==> config.mk <==
export PLATFORM = sky130hd
export DESIGN_NAME = gals_timestep_scheduler
export DESIGN_NICKNAME = d
export VERILOG_FILES = /design/src/rtl/gals_sched_pkg.sv /design/src/rtl/sync_2ff_vec.sv /design/src/rtl/gals_timestep_scheduler.sv
export SDC_FILE = /design/constraint.sdc
export NUM_CORES = 1
export LEC_CHECK = 0
export ABC_CLOCK_PERIOD_IN_PS = 2500
export CORE_UTILIZATION = 35
export DETAILED_ROUTE_END_ITERATION = 7
export PLACE_DENSITY = 0.6
export SETUP_SLACK_MARGIN = 0.15
export SLEW_MARGIN = 20
export SYNTH_ARGS = -nofsm -noshare
export SYNTH_HDL_FRONTEND = slang
export SYNTH_HIERARCHICAL = 1
export SYNTH_SLANG_ARGS = --single-unit
==> constraint.sdc <==
create_clock -name local_clk -period 2.5 [get_ports local_clk]
set_input_delay 0.625 -clock local_clk [delete_from_list [all_inputs] [get_ports local_clk]]
set_output_delay 0.625 -clock local_clk [all_outputs]
set_load 0.1 [all_outputs]
==> src/rtl/gals_sched_pkg.sv <==
// Shared encodings for the GALS timestep scheduler: FSM states and the
// error codes reported to the host/control layer.
package gals_sched_pkg;

  typedef enum logic [3:0] {
    S_IDLE     = 4'd0,
    S_PE_REQ   = 4'd1,
    S_PE_REL   = 4'd2,
    S_COLL_REQ = 4'd3,
    S_COLL_GAP = 4'd4,
    S_DONE     = 4'd5,
    S_ERROR    = 4'd6
  } sched_state_e;

  typedef enum logic [1:0] {
    ERR_NONE       = 2'b00,
    ERR_PE_TIMEOUT = 2'b01,
    ERR_COLL       = 2'b10,
    ERR_ABORT      = 2'b11
  } sched_err_e;

  // True in states where abort and collector error are honoured.
  function automatic logic is_run_state(input sched_state_e st);
    return (st != S_IDLE) && (st != S_ERROR);
  endfunction

endpackage

==> src/rtl/sync_2ff_vec.sv <==
// Two-flop synchronizer for a vector of independent asynchronous levels.
// Each bit is synchronized on its own; no cross-bit coherency is implied.
module sync_2ff_vec #(
  parameter int W = 1
) (
  input  logic         clk,
  input  logic         rst_n,
  input  logic [W-1:0] d_i,
  output logic [W-1:0] q_o
);

  logic [W-1:0] meta_q;
  logic [W-1:0] meta_d;
  logic [W-1:0] sync_q;
  logic [W-1:0] sync_d;

  // Next values of the two synchronizer stages.
  always_comb begin
    meta_d = d_i;
    sync_d = meta_q;
  end

  // Synchronizer stages, cleared by the shared asynchronous reset.
  always_ff @(posedge clk or negedge rst_n) begin
    if (!rst_n) begin
      meta_q <= {W{1'b0}};
      sync_q <= {W{1'b0}};
    end else begin
      meta_q <= meta_d;
      sync_q <= sync_d;
    end
  end

  assign q_o = sync_q;

endmodule

==> src/rtl/gals_timestep_scheduler.sv <==
// Sequences one inference run of NUM_TIMESTEPS timesteps: broadcast 4-phase
// start handshake to the PE array, then one AER request to the collector,
// then wait for its ack. Errors (PE timeout, collector, abort) are latched.
module gals_timestep_scheduler
  import gals_sched_pkg::*;
#(
  parameter int NUM_TIMESTEPS = 16,
  parameter int PE_COUNT      = 64,
  parameter int START_TIMEOUT = 4096
) (
  input  logic                               local_clk,
  input  logic                               rst_n,
  input  logic                               i_start,
  input  logic                               i_abort,
  input  logic                               i_clear,
  output logic                               o_pe_start_req,
  input  logic [PE_COUNT-1:0]                i_pe_start_ack_vec,
  output logic                               o_aer_req,
  input  logic                               i_aer_ack,
  input  logic                               i_coll_error,
  output logic [$clog2(NUM_TIMESTEPS):0]     o_timestep,
  output logic                               o_done,
  output logic [1:0]                         o_err_code,
  output logic                               o_error,
  output logic                               o_busy
);

  localparam int TS_W = $clog2(NUM_TIMESTEPS) + 1;
  localparam int WD_W = $clog2(START_TIMEOUT) + 1;

  localparam logic [TS_W-1:0] TS_LAST  = TS_W'(NUM_TIMESTEPS - 1);
  localparam logic [TS_W-1:0] TS_ONE   = TS_W'(1);
  localparam logic [WD_W-1:0] WD_LIMIT = WD_W'(START_TIMEOUT);
  localparam logic [WD_W-1:0] WD_ONE   = WD_W'(1);
  localparam logic [WD_W-1:0] WD_MAX   = {WD_W{1'b1}};

  sched_state_e   state_q, state_d;
  logic [TS_W-1:0] ts_q, ts_d;
  sched_err_e     err_q, err_d;
  logic [WD_W-1:0] wd_q, wd_d;

  logic [PE_COUNT-1:0] ack_sync_s;
  logic                ack_all_s;
  logic                ack_none_s;
  logic [WD_W-1:0]     wd_inc_s;
  logic                wd_expired_s;

  logic pe_req_s, aer_req_s, done_s, error_s, busy_s;

  sync_2ff_vec #(
    .W (PE_COUNT)
  ) u_ack_sync (
    .clk   (local_clk),
    .rst_n (rst_n),
    .d_i   (i_pe_start_ack_vec),
    .q_o   (ack_sync_s)
  );

  assign ack_all_s  = &ack_sync_s;
  assign ack_none_s = ~(|ack_sync_s);

  // Saturating watchdog increment and its expiry flag for the handshake phases.
  always_comb begin
    if (wd_q == WD_MAX) begin
      wd_inc_s = wd_q;
    end else begin
      wd_inc_s = wd_q + WD_ONE;
    end
    wd_expired_s = (wd_inc_s >= WD_LIMIT);
  end

  // State, timestep, error code and watchdog registers.
  always_ff @(posedge local_clk or negedge rst_n) begin
    if (!rst_n) begin
      state_q <= S_IDLE;
      ts_q    <= {TS_W{1'b0}};
      err_q   <= ERR_NONE;
      wd_q    <= {WD_W{1'b0}};
    end else begin
      state_q <= state_d;
      ts_q    <= ts_d;
      err_q   <= err_d;
      wd_q    <= wd_d;
    end
  end

  // Next-state logic; handshake completion beats timeout, errors beat progress.
  always_comb begin
    state_d = state_q;
    ts_d    = ts_q;
    err_d   = err_q;
    wd_d    = {WD_W{1'b0}};

    case (state_q)
      S_IDLE: begin
        if (i_start) begin
          state_d = S_PE_REQ;
          ts_d    = {TS_W{1'b0}};
          err_d   = ERR_NONE;
        end else begin
          state_d = S_IDLE;
        end
      end
      S_PE_REQ: begin
        if (ack_all_s) begin
          state_d = S_PE_REL;
        end else if (wd_expired_s) begin
          state_d = S_ERROR;
          err_d   = ERR_PE_TIMEOUT;
        end else begin
          wd_d = wd_inc_s;
        end
      end
      S_PE_REL: begin
        if (ack_none_s) begin
          state_d = S_COLL_REQ;
        end else if (wd_expired_s) begin
          state_d = S_ERROR;
          err_d   = ERR_PE_TIMEOUT;
        end else begin
          wd_d = wd_inc_s;
        end
      end
      S_COLL_REQ: begin
        // No local timeout: the collector's own watchdog covers this wait.
        if (i_aer_ack) begin
          state_d = S_COLL_GAP;
        end else begin
          state_d = S_COLL_REQ;
        end
      end
      S_COLL_GAP: begin
        // Request is low here for one cycle so the collector sees it drop.
        if (ts_q == TS_LAST) begin
          state_d = S_DONE;
        end else begin
          ts_d    = ts_q + TS_ONE;
          state_d = S_PE_REQ;
        end
      end
      S_DONE: begin
        state_d = S_IDLE;
      end
      S_ERROR: begin
        if (i_clear) begin
          state_d = S_IDLE;
        end else begin
          state_d = S_ERROR;
        end
      end
      default: begin
        state_d = S_IDLE;
      end
    endcase

    if (is_run_state(state_q)) begin
      if (i_abort) begin
        state_d = S_ERROR;
        err_d   = ERR_ABORT;
        wd_d    = {WD_W{1'b0}};
      end else if (i_coll_error) begin
        state_d = S_ERROR;
        err_d   = ERR_COLL;
        wd_d    = {WD_W{1'b0}};
      end else begin
        state_d = state_d;
      end
    end else begin
      state_d = state_d;
    end
  end

  // Output decode from the state register only (no input-to-output path).
  always_comb begin
    pe_req_s  = 1'b0;
    aer_req_s = 1'b0;
    done_s    = 1'b0;
    error_s   = 1'b0;
    busy_s    = 1'b1;
    case (state_q)
      S_IDLE:     busy_s    = 1'b0;
      S_PE_REQ:   pe_req_s  = 1'b1;
      S_PE_REL:   pe_req_s  = 1'b0;
      S_COLL_REQ: aer_req_s = 1'b1;
      S_COLL_GAP: aer_req_s = 1'b0;
      S_DONE:     done_s    = 1'b1;
      S_ERROR:    error_s   = 1'b1;
      default:    busy_s    = 1'b1;
    endcase
  end

  assign o_pe_start_req = pe_req_s;
  assign o_aer_req      = aer_req_s;
  assign o_done         = done_s;
  assign o_error        = error_s;
  assign o_busy         = busy_s;
  assign o_timestep     = ts_q;
  assign o_err_code     = err_q;

endmodule

final_clocks.png
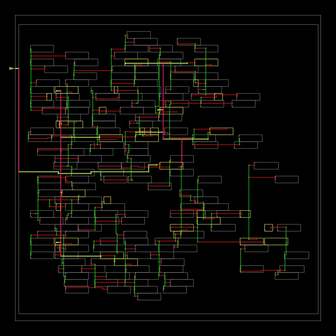
# clk buffers: 19
FF+latch count: 152
skew final: 0.00816 ns
Clk power: 2250 µW

clock_map.png
Scale: 4 px per µm.
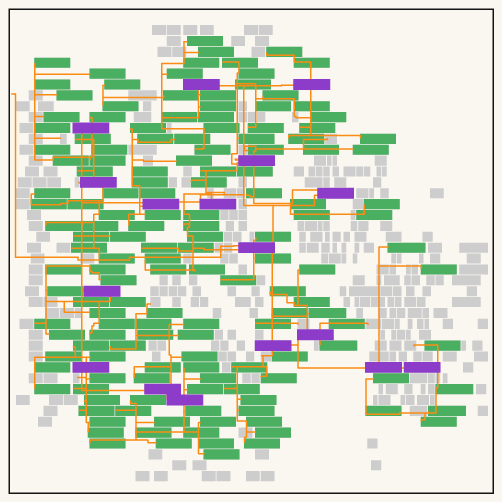
Key: clock wires = orange [length 1,620 µm]; flip-flops = green [count 152]; cells driving clock nets = purple [count 17]
There are 18 routed clock nets.
clock share of power: 37.1%
clk_lat worst skew: 0.41 ns

==> ci_impl_report.md <==
## PnR job results

| Metric | Value |
|---|---|
| DP HPWL | approximately 6800 µm |
| Cells in synth_stat.txt | 331 |
| Clk pin slew, worst setup/hold paths | 0.06 ns |
| Critical path startpoint category | flip-flop |
| FP Util | between 30% and 40% |
| Combined area of the multi-input logic cells | 1070 µm² |
| Clock Sinks | 152 |
| Power per Cell Area | around 920 nW/µm² |
| Storage cell area | 3810 µm² |
| H-tree levels | 4 |
| Top cells by area | dfrtp_1, nand4_1, nor4_1, xor2_1, nor2_1 |
| Crit-path max cell delay | 0.48 ns |
| Setup TNS | 0 ns |
| Die Y | 121 µm |
| Kind of critical path | flip-flop to primary output |
| Non-clk invs | 7 |
| Die Wd | 121 µm |
| # placed instances | around 590 |
| Leak | 0.00268 µW |
| WL final | approximately 9500 µm |
| Total track usage | approximately 15% |
| Multi-In Gates | 168 |
| Status | completed |
| Flip-flops with a built-in enable | 0 |
| Crit path DAT | 1.63 ns |
| Vias | 2,994 |
| DP Worst Slack | 0.143 ns |
| DRT antenna net count | 0 |
| Dominant register cell | dfrtp_1 |
| Seq/total area | around 58% |
| I/O pin count | 83 |
port_nets.png
Scale: 3 px per µm.
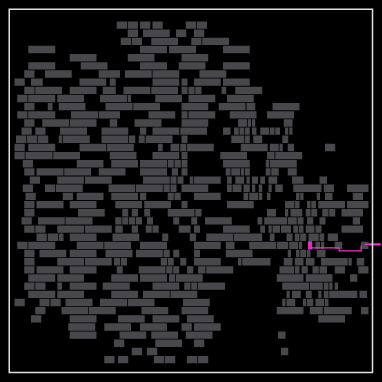
Key: `o_busy` = magenta [bits 1, direction output, edge right, end cells 1, buffers 1, wire 21.1 µm]

cell_classes.png
Scale: 3 px per µm. Fill, decap, tap and diode cells in gray.
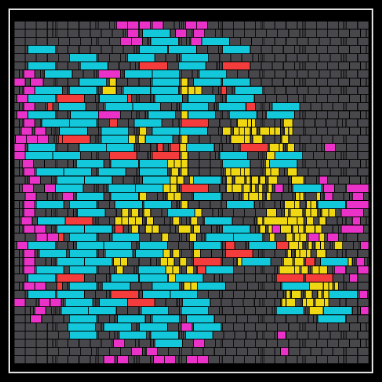
Key: all other logic = yellow [cells 175, share of their area 17%]; other buffers and delay cells = magenta [cells 88, share of their area 14%]; clock drivers and dummy loads = red [cells 32, share of their area 8.3%]; flops = cyan [cells 152, share of their area 60%]
num rows: 42
design area: 6570 µm²

[cells by family after synthesis]
kind of cell / count (synthesis)
adders and majority gates: 3
AOI/OAI and AO/OA: 25
and+or+nand+nor: 125
DFF: 152
other: 1
xor gates and xnor gates: 13
buffers and inverters: 12
[routing by layer]
metal  wire length [µm]  GRT usage (%)  share of wire (%)  vias up
met2               4560           23.1                 48       96
met4                146           6.40                1.5        0
met5                  0              0                  0        -
met3                503           4.53                5.3       14
li1                   -              -                  -     1417
met1               4240           18.8                 45     1467
[power by group]
group / internal (µW) / switching [µW] / total (µW) / leakage, µW
Sequential: 2640 / 135 / 2770 / 0.00180
Clock: 1270 / 978 / 2250 / 0.000256
Combinational: 344 / 702 / 1050 / 0.000623
Total: 4260 / 1810 / 6070 / 0.00268
[final timing paths]
check	to	slack (ns)	cells past startpoint	start
worst max-delay path	o_pe_start_req	0.25	3	state_q[2]
worst min-delay path	u_ack_sync/meta_q[27]	0.11	1	rst_n
worst max register to register	wd_q[3]	0.26	5	u_ack_sync/q_o[30]
worst min register to register	u_ack_sync/q_o[58]	0.34	0	u_ack_sync/meta_q[58]
max in group asynchronous	state_q[0]	1.69	2	rst_n
min in group local_clk	u_ack_sync/q_o[58]	0.34	0	u_ack_sync/meta_q[58]
[sequential cells by signal, summed over array words and instances, names as in the netlist]
register / count
wd_q: 13
o_timestep: 5
state_q: 4
u_ack_sync/q_o: 64
u_ack_sync/meta_q: 64
o_err_code: 2
[worst reg2reg max path: stages, from the launching register on]
cell and delay (ns):
dfrtp_1 0.41, nor4_1 0.35, nand4_1 0.19, or4_4 0.62, a22oi_4 0.41, nor3_1 0.13
[what timing repair did]
action,4_1_cts,5_1_grt
endpoints found under the setup margin,6,1
resized,5,3
buffers inserted,2,0
Power figures rest on the tool's default switching activity, not on a simulated workload.
